<file path="config.mk">
export PLATFORM = sky130hd
export DESIGN_NAME = hwpe_stream_tcdm_load_arbiter_sidech
export DESIGN_NICKNAME = d
export VERILOG_FILES = /design/src/rtl/hwpe_stream_package.sv /design/src/rtl/hwpe_stream_rr_select.sv /design/src/rtl/hwpe_stream_tcdm_load_arbiter_sidech.sv
export SDC_FILE = /design/constraint.sdc
export NUM_CORES = 1
export LEC_CHECK = 0
export ABC_AREA = 1
export CORE_AREA = 2 2 145 147
export DETAILED_ROUTE_END_ITERATION = 10
export DIE_AREA = 0 0 147 149
export SLEW_MARGIN = 20
export SYNTH_ARGS = -nofsm -noshare
export SYNTH_HDL_FRONTEND = slang
export SYNTH_SLANG_ARGS = --single-unit
</file>
<file path="constraint.sdc">
create_clock -name clk_i -period 2.6 [get_ports clk_i]
set_input_delay 0.39 -clock clk_i [delete_from_list [all_inputs] [get_ports clk_i]]
set_output_delay 0.39 -clock clk_i [all_outputs]
set_load 0.02 [all_outputs]
</file>
<file path="src/rtl/hwpe_stream_package.sv">
// rtl/hwpe_stream_package.sv - shared types and defaults for hwpe stream blocks
package hwpe_stream_package;

  localparam int TCDM_ARB_MAX_OUTSTANDING = 8;

  typedef struct packed {
    logic idle;
    logic err;
  } flags_tcdm_arb_t;

endpackage

</file>
<file path="src/rtl/hwpe_stream_rr_select.sv">
// rtl/hwpe_stream_rr_select.sv - combinational round-robin pick of the first eligible index at or after ptr
module hwpe_stream_rr_select
  import hwpe_stream_package::*;
#(
  parameter int NB_IN    = 4,
  parameter int ID_WIDTH = (NB_IN > 1) ? $clog2(NB_IN) : 1
) (
  input  logic [NB_IN-1:0]    eligible,
  input  logic [ID_WIDTH-1:0] ptr,
  output logic [NB_IN-1:0]    grant,
  output logic [ID_WIDTH-1:0] sel,
  output logic                any
);

  logic [NB_IN-1:0]  rot;
  logic [ID_WIDTH:0] sum;

  // Rotate so bit 0 is the pointer position; lowest set bit then wins.
  always_comb begin
    rot = NB_IN'({eligible, eligible} >> ptr);
    sum = {1'b0, ptr};
    for (int k = NB_IN - 1; k >= 0; k--) begin
      if (rot[k]) sum = {1'b0, ptr} + (ID_WIDTH+1)'(k);
    end
    if (sum >= (ID_WIDTH+1)'(NB_IN)) sum = sum - (ID_WIDTH+1)'(NB_IN);
  end

  assign sel   = sum[ID_WIDTH-1:0];
  assign any   = |rot;
  assign grant = any ? (NB_IN'(1) << sel) : '0;

endmodule

</file>
<file path="src/rtl/hwpe_stream_tcdm_load_arbiter_sidech.sv">
// rtl/hwpe_stream_tcdm_load_arbiter_sidech.sv - round-robin sharing of a tagged in-order TCDM load FIFO
module hwpe_stream_tcdm_load_arbiter_sidech
  import hwpe_stream_package::*;
#(
  parameter int NB_IN           = 4,
  parameter int ID_WIDTH        = (NB_IN > 1) ? $clog2(NB_IN) : 1,
  parameter int MAX_OUTSTANDING = TCDM_ARB_MAX_OUTSTANDING,
  parameter int CNT_WIDTH       = $clog2(MAX_OUTSTANDING + 1)
) (
  input  logic                       clk_i,
  input  logic                       rst_ni,
  input  logic                       clear_i,
  input  logic [NB_IN-1:0]           enable_i,
  input  logic [NB_IN-1:0]           in_req_i,
  input  logic [NB_IN*32-1:0]        in_add_i,
  output logic [NB_IN-1:0]           in_gnt_o,
  output logic [NB_IN*32-1:0]        in_r_data_o,
  output logic [NB_IN-1:0]           in_r_valid_o,
  input  logic [NB_IN-1:0]           in_r_ready_i,
  output logic                       fifo_req_o,
  output logic [31:0]                fifo_add_o,
  input  logic                       fifo_gnt_i,
  output logic [ID_WIDTH-1:0]        fifo_sidech_o,
  input  logic [31:0]                fifo_r_data_i,
  input  logic                       fifo_r_valid_i,
  output logic                       fifo_ready_o,
  input  logic [ID_WIDTH-1:0]        fifo_sidech_i,
  input  logic                       fifo_empty_i,
  output logic                       idle_o,
  output logic                       err_o,
  output logic [NB_IN*CNT_WIDTH-1:0] outstanding_o
);

  logic [ID_WIDTH-1:0]  ptr_q;
  logic [ID_WIDTH-1:0]  sel;
  logic [CNT_WIDTH-1:0] cnt_q [NB_IN];
  logic [NB_IN-1:0]     eligible, sel_oh, inc, dec;
  logic                 any, gnt_hs, rsp_hs, id_ok, err_q;
  flags_tcdm_arb_t      flags;

  always_comb begin
    for (int i = 0; i < NB_IN; i++) begin
      eligible[i] = in_req_i[i] & enable_i[i] & (cnt_q[i] < CNT_WIDTH'(MAX_OUTSTANDING));
    end
  end

  hwpe_stream_rr_select #(
    .NB_IN    (NB_IN),
    .ID_WIDTH (ID_WIDTH)
  ) i_rr_select (
    .eligible (eligible),
    .ptr      (ptr_q),
    .grant    (sel_oh),
    .sel      (sel),
    .any      (any)
  );

  assign fifo_req_o    = any;
  assign fifo_add_o    = in_add_i[32*int'(sel) +: 32];
  assign fifo_sidech_o = sel;
  assign in_gnt_o      = fifo_gnt_i ? sel_oh : '0;

  // Tags beyond NB_IN have no owner: drain them so the FIFO cannot lock up.
  assign id_ok        = {1'b0, fifo_sidech_i} < (ID_WIDTH+1)'(NB_IN);
  assign in_r_data_o  = {NB_IN{fifo_r_data_i}};
  assign in_r_valid_o = (id_ok && fifo_r_valid_i) ? (NB_IN'(1) << fifo_sidech_i) : '0;
  assign fifo_ready_o = id_ok ? in_r_ready_i[fifo_sidech_i] : 1'b1;

  assign gnt_hs = any & fifo_gnt_i;
  assign rsp_hs = fifo_r_valid_i & fifo_ready_o & id_ok;
  assign inc    = gnt_hs ? sel_oh : '0;
  assign dec    = rsp_hs ? (NB_IN'(1) << fifo_sidech_i) : '0;

  always_comb begin
    flags.idle = fifo_empty_i;
    for (int i = 0; i < NB_IN; i++) begin
      if (cnt_q[i] != '0) flags.idle = 1'b0;
    end
    flags.err = err_q;
  end

  assign idle_o = flags.idle;
  assign err_o  = flags.err;

  for (genvar g = 0; g < NB_IN; g++) begin : g_cnt_out
    assign outstanding_o[g*CNT_WIDTH +: CNT_WIDTH] = cnt_q[g];
  end

  always_ff @(posedge clk_i) begin
    if (!rst_ni || clear_i) begin
      ptr_q <= '0;
      err_q <= 1'b0;
      for (int i = 0; i < NB_IN; i++) cnt_q[i] <= '0;
    end else begin
      if (gnt_hs) begin
        ptr_q <= ({1'b0, sel} == (ID_WIDTH+1)'(NB_IN - 1)) ? '0 : sel + 1'b1;
      end
      if (fifo_r_valid_i && !id_ok) err_q <= 1'b1;
      for (int i = 0; i < NB_IN; i++) begin
        if (inc[i] && !dec[i])      cnt_q[i] <= cnt_q[i] + 1'b1;
        else if (dec[i] && !inc[i]) cnt_q[i] <= cnt_q[i] - 1'b1;
      end
    end
  end

  for (genvar g = 0; g < NB_IN; g++) begin : g_underflow
    assert property (@(posedge clk_i) disable iff (!rst_ni || clear_i)
                     !(dec[g] && !inc[g] && cnt_q[g] == '0));
  end

endmodule

</file>
==> flow_summary.yaml, run 1 <==
# yosys + openroad results
clock_network:
  cts_hold_repair.buffers: 0
  cts-root-buf: "clkbuf_16"
  cts.sinks: 18
placed_design:
  dpl.cell_count: 945
  place_congestion: 0.823
grt:
  top_usage_layer: "met2"
  use_met2: 0.204
  grt-ovfl-total: 0
  grt_pass1_vias: 3847
finish:
  mostFrequentLayoutCells: "clkdlybuf4s50_1 (158), nor2_1 (105), buf_4 (100)"
  seqCellArea_um2: 520
  largest_cell_class: "buffers"
  clkbuf_count: 3
  comb_area_um2: 2320
  nets: 890
  largest_reg_flops: 16
  drive_gt1_frac: 0.358
  finalInstanceArea_um2: 6450
routing:
  postRouteAntennaNets: 0
  drc: 0
  dr_wl_met3_mm: 1.56
outcome:
  status: "complete, but fails checks"
  violations: "negative setup slack"
synth:
  postSynthSeqShare: 0.146
  syn_nets: 732
  yosysUniqueCellTypes: 36
  syn_inst: 541
  yosysTopAreaCellShare: 0.274
critical_path:
  cp_num_buf_inv: 6
  r2r_slack_ps: -210
  cp.required_ps: 2210
  reg2reg_from: "cnt_q[0][3]"
floorplanning:
  n_tap_cell: 275
worst_hold_path:
  hold_path_end: "cnt_q[2][0]"
  hold_class: "register to register"
  min-delay-start: "cnt_q[2][0]"
timing:
  timing.final.crit_share: 1.10
  finalSetupViolCount: 41
  fin_ws_ps: -259
power_and_ir_drop:
  power.total_w: 0.00379
[run 1: report_power, final]
part           switching [W]  internal (W)  leakage [nW]
clock               0.000115      0.000205        0.0385
combinational        0.00153       0.00158          2.45
sequential         0.0000258      0.000338         0.195
total                0.00167       0.00212          2.68
[run 1: Yosys cell counts, types with 2 or more instances]
cell type	instances
nor3_1	6
inv_2	9
fa_1	2
nand2_1	45
buf_6	4
buf_4	130
clkbuf_1	5
nand2_4	3
nand3_2	5
o22ai_1	2
xor2_1	9
buf_2	8
inv_1	34
ha_1	9
edfxtp_1	16
buf_1	2
a21oi_1	6
o32ai_1	32
xnor2_1	3
nor2_2	4
clkbuf_2	2
nor2_1	116
dfxtp_1	2
o21ai_1	2
nand2_2	8
nand3_1	28
o21ai_0	35
nand4_1	6
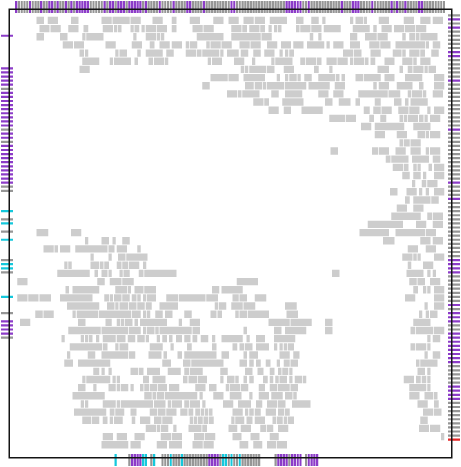
Run 1: pin map
Scale: 3 px per um. Pins as bars across the die edge, other pins in grey.
port	colour	pins	direction	edge
`outstanding_o`	cyan	16	output	10 south, 6 west
`in_r_data_o`	purple	128	output	49 north, 31 west, 28 east, 20 south
`err_o`	red	1	output	east
all pins by edge	156 north, 105 east, 61 south, 48 west
Die Y: 149 um
die width: 147 um
buffers added on ports: 208

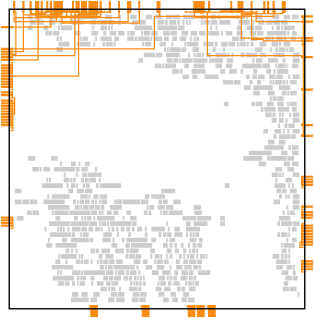
Run 1: wires at chosen ports, followed through buffers
Scale: 2 px per um.
port	colour	bits	direction	end cells	buffers	wire
`in_r_data_o`	orange	128	output	0	0	1320 um
# IOs: 370

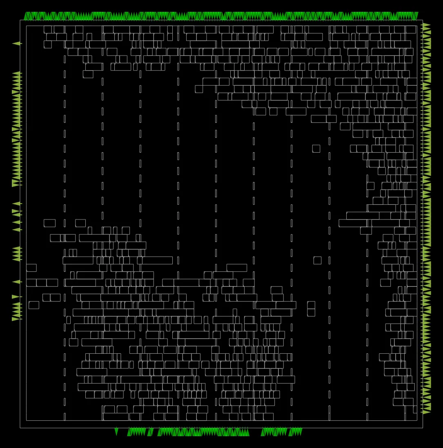
Run 1: placed standard cells
fill count: 2184
FFs & Latches: 18
Final Instance Count excl. Fillers: 973
Layout Utilization: 0.314

==> run 2, diff against run 1 <==
--- a/config.mk
+++ b/config.mk
@@ -7,6 +7,7 @@
 export LEC_CHECK = 0
 export ABC_AREA = 1
 export CORE_AREA = 2 2 145 147
+export CTS_CLUSTER_SIZE = 16
 export DETAILED_ROUTE_END_ITERATION = 10
 export DIE_AREA = 0 0 147 149
 export SLEW_MARGIN = 20
==> constraint.sdc (replaced) <==
create_clock -name clk_i -period 2.5 [get_ports clk_i]
set_input_delay 0.375 -clock clk_i [delete_from_list [all_inputs] [get_ports clk_i]]
set_output_delay 0.375 -clock clk_i [all_outputs]
set_load 0.02 [all_outputs]
==> run 2 against run 1 <==
  * The run still ends with negative setup slack left
  * Clock power increased by 13%
  * Sequential power increased by 4%
  * Via count increased by 0.50%
  * Die area unchanged
  * Final cell count increased by 0.41%
  * First-iteration DRC count increased by 20%
  * Global-route usage decreased by 0.48 points
  * Non-clock buffer count increased by 4
  * Critical endpoint is now fifo_add_o[12]
  * Largest power group unchanged
==> flow_summary.yaml, run 2 <==
# yosys + openroad results
outcome:
  status: "complete, but fails checks"
  violations: "negative setup slack"
routing:
  dr_wl_met3_mm: 1.88
  drc: 0
  postRouteAntennaNets: 0
floorplanning:
  fp.dieW_um: 147
  io_pins: 370
  fp.dieH_um: 149
critical_path:
  r2r_slack_ps: -270
  cp.required_ps: 2120
  reg2reg_from: "cnt_q[3][3]"
  cp_num_buf_inv: 6
grt:
  use_met2: 0.201
  grt_pass1_vias: 3903
  grt-ovfl-total: 0
  top_usage_layer: "met2"
finish:
  nets: 894
  mostFrequentLayoutCells: "clkdlybuf4s50_1 (157), nor2_1 (106), buf_4 (100)"
  largest_reg_flops: 16
  drive_gt1_frac: 0.350
power_and_ir_drop:
  combPwrFrac: 0.814
  p_sw_w: 0.00172
  power_clock_w: 0.000361
  clock_power_share: 0.091
  top_power_group: "combinational logic"
  sw_frac_of_total: 0.434
  p_seq_w: 0.000377
  comb_power_w: 0.00323
timing:
  finalSetupViolCount: 51
  timing.final.crit_share: 1.13
  fin_ws_ps: -336
worst_hold_path:
  hold_class: "register to register"
  min-delay-start: "cnt_q[0][0]"
placed_design:
  io_buffers: 208
  dpl.cell_count: 950
clock_network:
  cts-root-buf: "clkbuf_16"
synth:
  yosysUniqueCellTypes: 36
  syn_inst: 541
==> run 2: area by class of cell <==
class | instances | area, um2 | share of cell area
timing repair buffer | 308 | 3030 | 0.470
multi-input combinational | 327 | 2270 | 0.352
sequential | 18 | 520 | 0.0808
clock buffer | 4 | 88.8 | 0.0138
tap | 275 | 344 | 0.0534
inverter | 45 | 189 | 0.0293
==> run 2: stage by stage <==
stage,utilization,total power (W)
floorplan,-,0.00220
global route,0.313,0.00419
detailed placement,0.289,0.00327
CTS,0.300,0.00375
finish,0.313,0.00397
global placement,0.289,0.00326
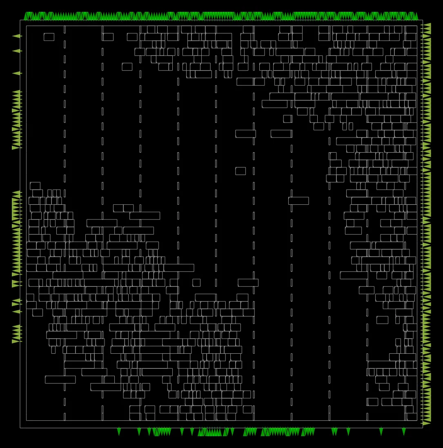
Run 2: placed standard cells
Final Instance Count excl. Fillers: 977
fill count: 2174
flop share of the area: 0.0808
Layout Utilization: 0.313
std cell rows: 53

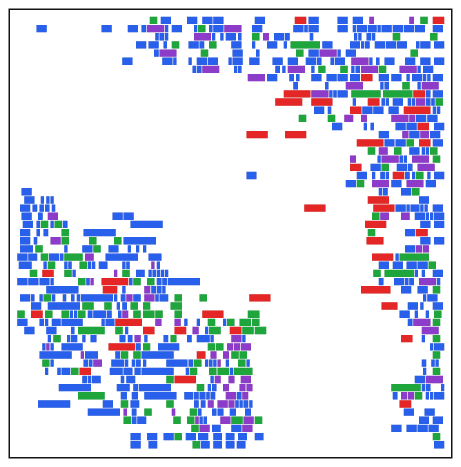
Run 2: cell sizes after repair
Scale: 3 px per um.
size	colour	cells	share	most used
drive 3 to 4	green	121	17%	buf_4
drive 1 or less	blue	456	65%	clkdlybuf4s50_1
drive 2	purple	83	12%	o32ai_2
drive 6 and up	red	42	6.0%	buf_6
P&R area growth vs syn: 80.6%
Non-clk bufs: 308
design area: 6440 um2

No activity file was given, so power comes from the tool's default toggle rates.
